File: src/rtl/fp8_e4m3_pack_sched.sv
`default_nettype none
// fp8_e4m3_pack_sched (rev 1.0): round-robin scheduler sharing one FP32->E4M3 converter and packing BPW bytes per word.
// Optional feature macro: FP8_PACK_SAT_CNT_EN enables the saturation counter on sat_cnt_o.

module fp8_e4m3_pack (
   input  logic [31:0] fp32_i,
   output logic [7:0]  fp8_o,
   output logic        sat_o
);
   logic [7:0]  exp_w;
   logic [7:0]  shd_w;
   logic [4:0]  sh_w;
   logic [8:0]  ebase_w;
   logic [55:0] ext_w;
   logic        rnd_w;
   logic [11:0] mag_w;

   always_comb begin
      exp_w = fp32_i[30:23];
      shd_w = 8'd121 - exp_w;
      // Exponents below 121 land in the E4M3 subnormal range: denormalise by shifting right.
      if (exp_w >= 8'd121) begin
         sh_w    = 5'd0;
         ebase_w = {1'b0, exp_w - 8'd121};
      end else begin
         sh_w    = (shd_w > 8'd31) ? 5'd31 : shd_w[4:0];
         ebase_w = 9'd0;
      end
      ext_w = {1'b1, fp32_i[22:0], 32'd0} >> sh_w;
      rnd_w = ext_w[51] & (ext_w[52] | (|ext_w[50:0]));
      // The hidden bit adds one exponent step, so the rounding carry ripples into the exponent naturally.
      mag_w = {ebase_w, 3'b000} + {8'd0, ext_w[55:52]} + {11'd0, rnd_w};

      sat_o = 1'b0;
      if (exp_w == 8'hFF) begin
         fp8_o = {fp32_i[31], 4'hF, (fp32_i[22:0] != 23'd0) ? 3'b001 : 3'b000};
      end else if (exp_w == 8'h00) begin
         fp8_o = {fp32_i[31], 7'h00};
      end else if (mag_w > 12'h077) begin
         fp8_o = {fp32_i[31], 7'h77};
         sat_o = 1'b1;
      end else begin
         fp8_o = {fp32_i[31], mag_w[6:0]};
      end
   end
endmodule

module fp8_e4m3_pack_sched #(
   parameter int N_REQ     = 4,
   parameter int BPW       = 4,
   parameter int SAT_CNT_W = 16
) (
   input  logic                              clk_i,
   input  logic                              rst_ni,
   input  logic [N_REQ-1:0]                  req_valid_i,
   input  logic [32*N_REQ-1:0]               req_data_i,
   output logic [N_REQ-1:0]                  req_ready_o,
   input  logic                              flush_i,
   output logic                              out_valid_o,
   input  logic                              out_ready_i,
   output logic [8*BPW-1:0]                  out_data_o,
   output logic [$clog2(BPW+1)-1:0]          out_cnt_o,
   output logic [((N_REQ > 1) ? $clog2(N_REQ) : 1)-1:0] out_src_o,
   output logic [BPW-1:0]                    out_sat_o,
   input  logic                              sat_clr_i,
   output logic [SAT_CNT_W-1:0]              sat_cnt_o
);
   localparam int CNT_W = $clog2(BPW+1);
   localparam int SRC_W = (N_REQ > 1) ? $clog2(N_REQ) : 1;

   typedef enum logic [1:0] {
      S_IDLE    = 2'd0,
      S_COLLECT = 2'd1,
      S_EMIT    = 2'd2
   } state_t;

   state_t             state_q, state_d;
   logic [SRC_W-1:0]   owner_q, owner_d;
   logic [SRC_W-1:0]   rr_q, rr_d;
   logic [CNT_W-1:0]   count_q, count_d;
   logic [8*BPW-1:0]   data_q, data_d;
   logic [BPW-1:0]     flags_q, flags_d;

   logic [SRC_W-1:0]   pick_w;
   logic               found_w;
   int                 idx_w;
   logic               acc_w;
   logic [7:0]         conv_byte_w;
   logic               conv_sat_w;

   fp8_e4m3_pack u_conv (
      .fp32_i (req_data_i[{owner_q, 5'b00000} +: 32]),
      .fp8_o  (conv_byte_w),
      .sat_o  (conv_sat_w)
   );

   // Round-robin: first valid requester at or after the pointer, wrapping.
   always_comb begin
      pick_w  = rr_q;
      found_w = 1'b0;
      idx_w   = 0;
      for (int i = 0; i < N_REQ; i++) begin
         idx_w = int'(rr_q) + i;
         if (idx_w >= N_REQ) idx_w = idx_w - N_REQ;
         if (!found_w && req_valid_i[SRC_W'(idx_w)]) begin
            found_w = 1'b1;
            pick_w  = SRC_W'(idx_w);
         end
      end
   end

   always_comb begin
      req_ready_o = '0;
      if (state_q == S_COLLECT) req_ready_o[owner_q] = 1'b1;
   end

   assign acc_w = (state_q == S_COLLECT) && req_valid_i[owner_q];

   always_comb begin
      state_d = state_q;
      owner_d = owner_q;
      rr_d    = rr_q;
      count_d = count_q;
      data_d  = data_q;
      flags_d = flags_q;
      case (state_q)
         S_IDLE: begin
            if (|req_valid_i) begin
               owner_d = pick_w;
               state_d = S_COLLECT;
            end
         end
         S_COLLECT: begin
            if (acc_w) begin
               data_d[{count_q, 3'b000} +: 8] = conv_byte_w;
               flags_d[count_q]               = conv_sat_w;
               count_d                        = count_q + 1'b1;
            end
            // Flush sees the count after any same-cycle accept.
            if (count_d == CNT_W'(BPW)) begin
               state_d = S_EMIT;
            end else if (flush_i) begin
               state_d = (count_d == '0) ? S_IDLE : S_EMIT;
            end
         end
         S_EMIT: begin
            if (out_ready_i) begin
               state_d = S_IDLE;
               count_d = '0;
               data_d  = '0;
               flags_d = '0;
               rr_d    = (owner_q == SRC_W'(N_REQ-1)) ? '0 : owner_q + 1'b1;
            end
         end
         default: state_d = S_IDLE;
      endcase
   end

   always_ff @(posedge clk_i or negedge rst_ni) begin
      if (!rst_ni) begin
         state_q <= S_IDLE;
         owner_q <= '0;
         rr_q    <= '0;
         count_q <= '0;
         data_q  <= '0;
         flags_q <= '0;
      end else begin
         state_q <= state_d;
         owner_q <= owner_d;
         rr_q    <= rr_d;
         count_q <= count_d;
         data_q  <= data_d;
         flags_q <= flags_d;
      end
   end

   assign out_valid_o = (state_q == S_EMIT);
   assign out_data_o  = data_q;
   assign out_cnt_o   = count_q;
   assign out_src_o   = owner_q;
   assign out_sat_o   = flags_q;

`ifdef FP8_PACK_SAT_CNT_EN
   logic [SAT_CNT_W-1:0] sat_cnt_q;

   // Clear wins over a same-cycle increment; the count sticks at all-ones.
   always_ff @(posedge clk_i or negedge rst_ni) begin
      if (!rst_ni) begin
         sat_cnt_q <= '0;
      end else if (sat_clr_i) begin
         sat_cnt_q <= '0;
      end else if (acc_w && conv_sat_w && !(&sat_cnt_q)) begin
         sat_cnt_q <= sat_cnt_q + 1'b1;
      end
   end

   assign sat_cnt_o = sat_cnt_q;
`else
   logic unused_sat_clr_w;
   assign unused_sat_clr_w = sat_clr_i;
   assign sat_cnt_o        = '0;
`endif
endmodule
`default_nettype wire

File: config.mk
export PLATFORM = sky130hd
export DESIGN_NAME = fp8_e4m3_pack_sched
export DESIGN_NICKNAME = d
export VERILOG_FILES = /design/src/rtl/fp8_e4m3_pack_sched.sv
export SDC_FILE = /design/constraint.sdc
export NUM_CORES = 1
export LEC_CHECK = 0
export ABC_AREA = 0
export CORE_MARGIN = 4
export CORE_UTILIZATION = 40
export CTS_BUF_LIST = sky130_fd_sc_hd__clkbuf_2
export CTS_CLUSTER_SIZE = 10
export DETAILED_ROUTE_END_ITERATION = 10
export GPL_ROUTABILITY_DRIVEN = 1
export PLACE_DENSITY_LB_ADDON = 0.08
export SYNTH_ARGS = -nofsm -noshare
export SYNTH_HDL_FRONTEND = slang
export SYNTH_SLANG_ARGS = --single-unit
File: constraint.sdc
create_clock -name clk_i -period 5.1 [get_ports clk_i]
set_input_delay 0.765 -clock clk_i [delete_from_list [all_inputs] [get_ports clk_i]]
set_output_delay 0.765 -clock clk_i [all_outputs]
set_load 0.02 [all_outputs]
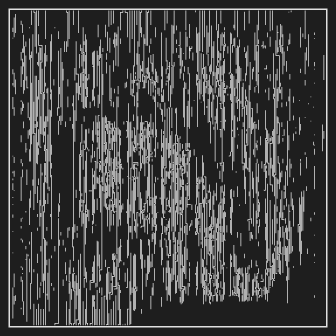
*Met2 routing*
The layer carries 9680 um of wire. The wires run mostly vertical. The layer holds 49% of the routed length.

==> Implementation_results.wiki <==
== Implementation results ==
{| class="wikitable"
! Metric !! Value
|-
| Dominant cell type by area after synthesis || sky130_fd_sc_hd__dfrtp_1
|-
| Antenna violations before repair || 0
|-
| List of cells traversed by the critical path || clkdlybuf4s50_1 > mux4_2 > inv_1 > ha_1 > inv_1 > or4_1 > a21oi_2 > o311a_4 > a41oi_1 > or2_4 > clkinv_2 > ha_1 > nand2_1 > o31ai_4 > buf_4 > a21oi_2 > nor3_4 > o211ai_4 > or3b_4 > a32o_1
|-
| Placement row count || 42
|-
| Worst-case headroom to the max-slew limit || 0.304
|-
| Tool warnings || 38
|-
| Most popular library cell in the synthesized design by count || sky130_fd_sc_hd__nand2_1
|-
| Largest net degree at the start of global routing || 46
|-
| Die Width || 124 um
|-
| Netlist area before placement || 5420 sq um
|-
| Reg-to-reg startpoint || out_src_o[0]$_DFFE_PN0P_
|-
| Drt drc || 0
|-
| Average detailed-routed wire length per instance || 19.0 um
|-
| Required @ worst endpoint || 5.43 ns
|-
| Detail-routed via count per cell || 5.87
|-
| Reg2Reg Setup Slack || 0.39 ns
|-
| Area added between synthesis and finish || 46.6%
|-
| Adder-cell share of the synthesized area || 0.0439
|-
| Type of the worst min-delay path || input port to asynchronous set/reset pin
|-
| Cell family contributing the most delay on the critical path || simple AND/OR/NAND/NOR gates
|-
| Worst-path cell with the longest stage delay || sky130_fd_sc_hd__or4_1
|-
| Remaining number of nets flagged by the antenna check after routing || 0
|-
| Most instantiated cells after synthesis || sky130_fd_sc_hd__nand2_1 (82), sky130_fd_sc_hd__o21ai_0 (48), sky130_fd_sc_hd__dfrtp_1 (45)
|-
| TritonCTS clock tree || built
|-
| Async set-or-reset flop fraction in the synthesized netlist || 1.00
|-
| Result of the run || finished clean
|-
| Die height || 124 um
|-
| Worst endpoint data arrival time || 5.25 ns
|-
| Number of distinct standard cells referenced by the synthesized netlist || 87
|-
| Initial cell density of the core || 0.409
|-
| Hold WS || 0.439 ns
|-
| Estimated wirelength of the detail-placed design || 16600 um
|-
| VDD IR-drop max || 0.253 mV
|-
| Die Outline Area || 15500 sq um
|-
| Number of input and output port buffers inserted || 181
|-
| Count of nets after finishing || 1030
|-
| Main combinational cell family by area after synthesis || AND-OR/OR-AND gates
|-
| Achievable Freq || 203 MHz
|-
| Latency at later pin || 0.42 ns
|-
| Avg Synthesized Cell Area || 8.53 sq um
|-
| Buf/Inv on CP || 5
|-
| Number of I/O pins || 199
|-
| Synth flops || 45
|-
| Max-slew violation count || 0
|-
| Number of max-capacitance violations reported || 0
|-
| Worst path max stage delay || 0.55 ns
|-
| Min cycle time layout || 4.92 ns
|-
| Clock Skew || 0.0162 ns
|-
| Synthesized instance count || 635
|}
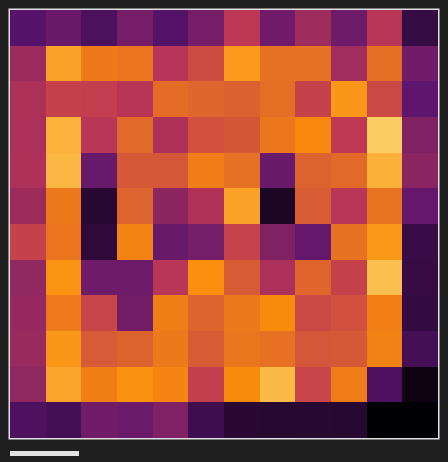
*Cell area per tile*
Scale bar: 20 um. 12 x 12 tiles, from black (low) to pale yellow (high), 0 to 100% covered.
The emptiest ninth of the die: lower right. The fullest tile reaches 89%. 1.4% of the tiles are nearly empty.

area by class of cell:
type | count | area, sq um
fill | 1210 | 5300
multi-input combinational | 527 | 3960
timing repair buffer | 269 | 2470
tap | 176 | 220
sequential | 45 | 1130
clock inverter | 2 | 38.8
inverter | 26 | 98.8
clock buffer | 6 | 30.0
registers in the layout (all words and copies together), names as in the netlist:
| register | flops |
|---|---|
| out_src_o | 2 |
| state_q | 2 |
| rr_q | 2 |
| out_cnt_o | 3 |
| out_sat_o | 4 |
| out_data_o | 32 |
layer usage:
layer / wire (um) / track usage / up-vias / part of all wire
met2: 9680 / 0.427 / 330 / 0.49
met3: 1620 / 0.0463 / 32 / 0.081
met4: 396 / 0.0683 / 0 / 0.020
met5: 0 / 0 / - / 0
met1: 8240 / 0.325 / 2946 / 0.41
li1: - / - / 2862 / -
layout by cell type (no fill, tap or decap), types with 19 or more instances in the layout:
master / n
sky130_fd_sc_hd__a21oi_1: 31
sky130_fd_sc_hd__buf_4: 88
sky130_fd_sc_hd__clkdlybuf4s50_1: 180
sky130_fd_sc_hd__dfrtp_1: 43
sky130_fd_sc_hd__ha_1: 19
sky130_fd_sc_hd__inv_1: 22
sky130_fd_sc_hd__mux4_2: 29
sky130_fd_sc_hd__nand2_1: 82
sky130_fd_sc_hd__nor2_1: 43
sky130_fd_sc_hd__nor3_1: 26
sky130_fd_sc_hd__o21ai_0: 47
worst max path at each step:
| stage | startpoint | endpoint | cells after the start |
|---|---|---|---|
| after global routing | req_data_i[121] | out_data_o[18]$_DFFE_PN0P_ | 20 |
| after global placement | req_data_i[121] | out_data_o[10]$_DFFE_PN0P_ | 19 |
| final | req_data_i[121] | out_data_o[2]$_DFFE_PN0P_ | 20 |
| after detailed placement | req_data_i[121] | out_data_o[10]$_DFFE_PN0P_ | 19 |
| after CTS | req_data_i[121] | out_data_o[2]$_DFFE_PN0P_ | 19 |
| after floorplan | req_data_i[56] | out_data_o[10]$_DFFE_PN0P_ | 20 |
per-stage QoR:
step	cell area, sq um	setup slack, ns	std cells	total power [W]
3_5_place_dp	7830	-0.306	1040	0.00486
3_3_place_gp	7830	-0.232	1040	0.00477
4_1_cts	7900	0.166	1048	0.00508
2_1_floorplan	5480	0.00154	650	0.00327
5_1_grt	7940	-0.0151	1051	0.00555
6_report	7940	0.185	1051	0.00516
power by group:
part / switching [W] / total, W / internal (W)
Combinational: 0.00243 / 0.00435 / 0.00192
Clock: 0.000123 / 0.000209 / 0.0000860
Sequential: 0.000129 / 0.000597 / 0.000467
Total: 0.00268 / 0.00516 / 0.00248
what timing repair did:
action	CTS	global route
resized	0	3
hold buffers	0	0
endpoints found under the hold margin	0	0
setup buffers	0	3
endpoints found under the setup margin	0	16
cells by family after synthesis:
logic type / count (synthesis)
buffers and inverters: 78
adders and majority gates: 19
muxes: 54
and+or+nand+nor: 236
other: 1
xor gates and xnor gates: 10
DFF: 45
AOI/OAI and AO/OA: 192
Power figures rest on the tool's default switching activity, not on a simulated workload.
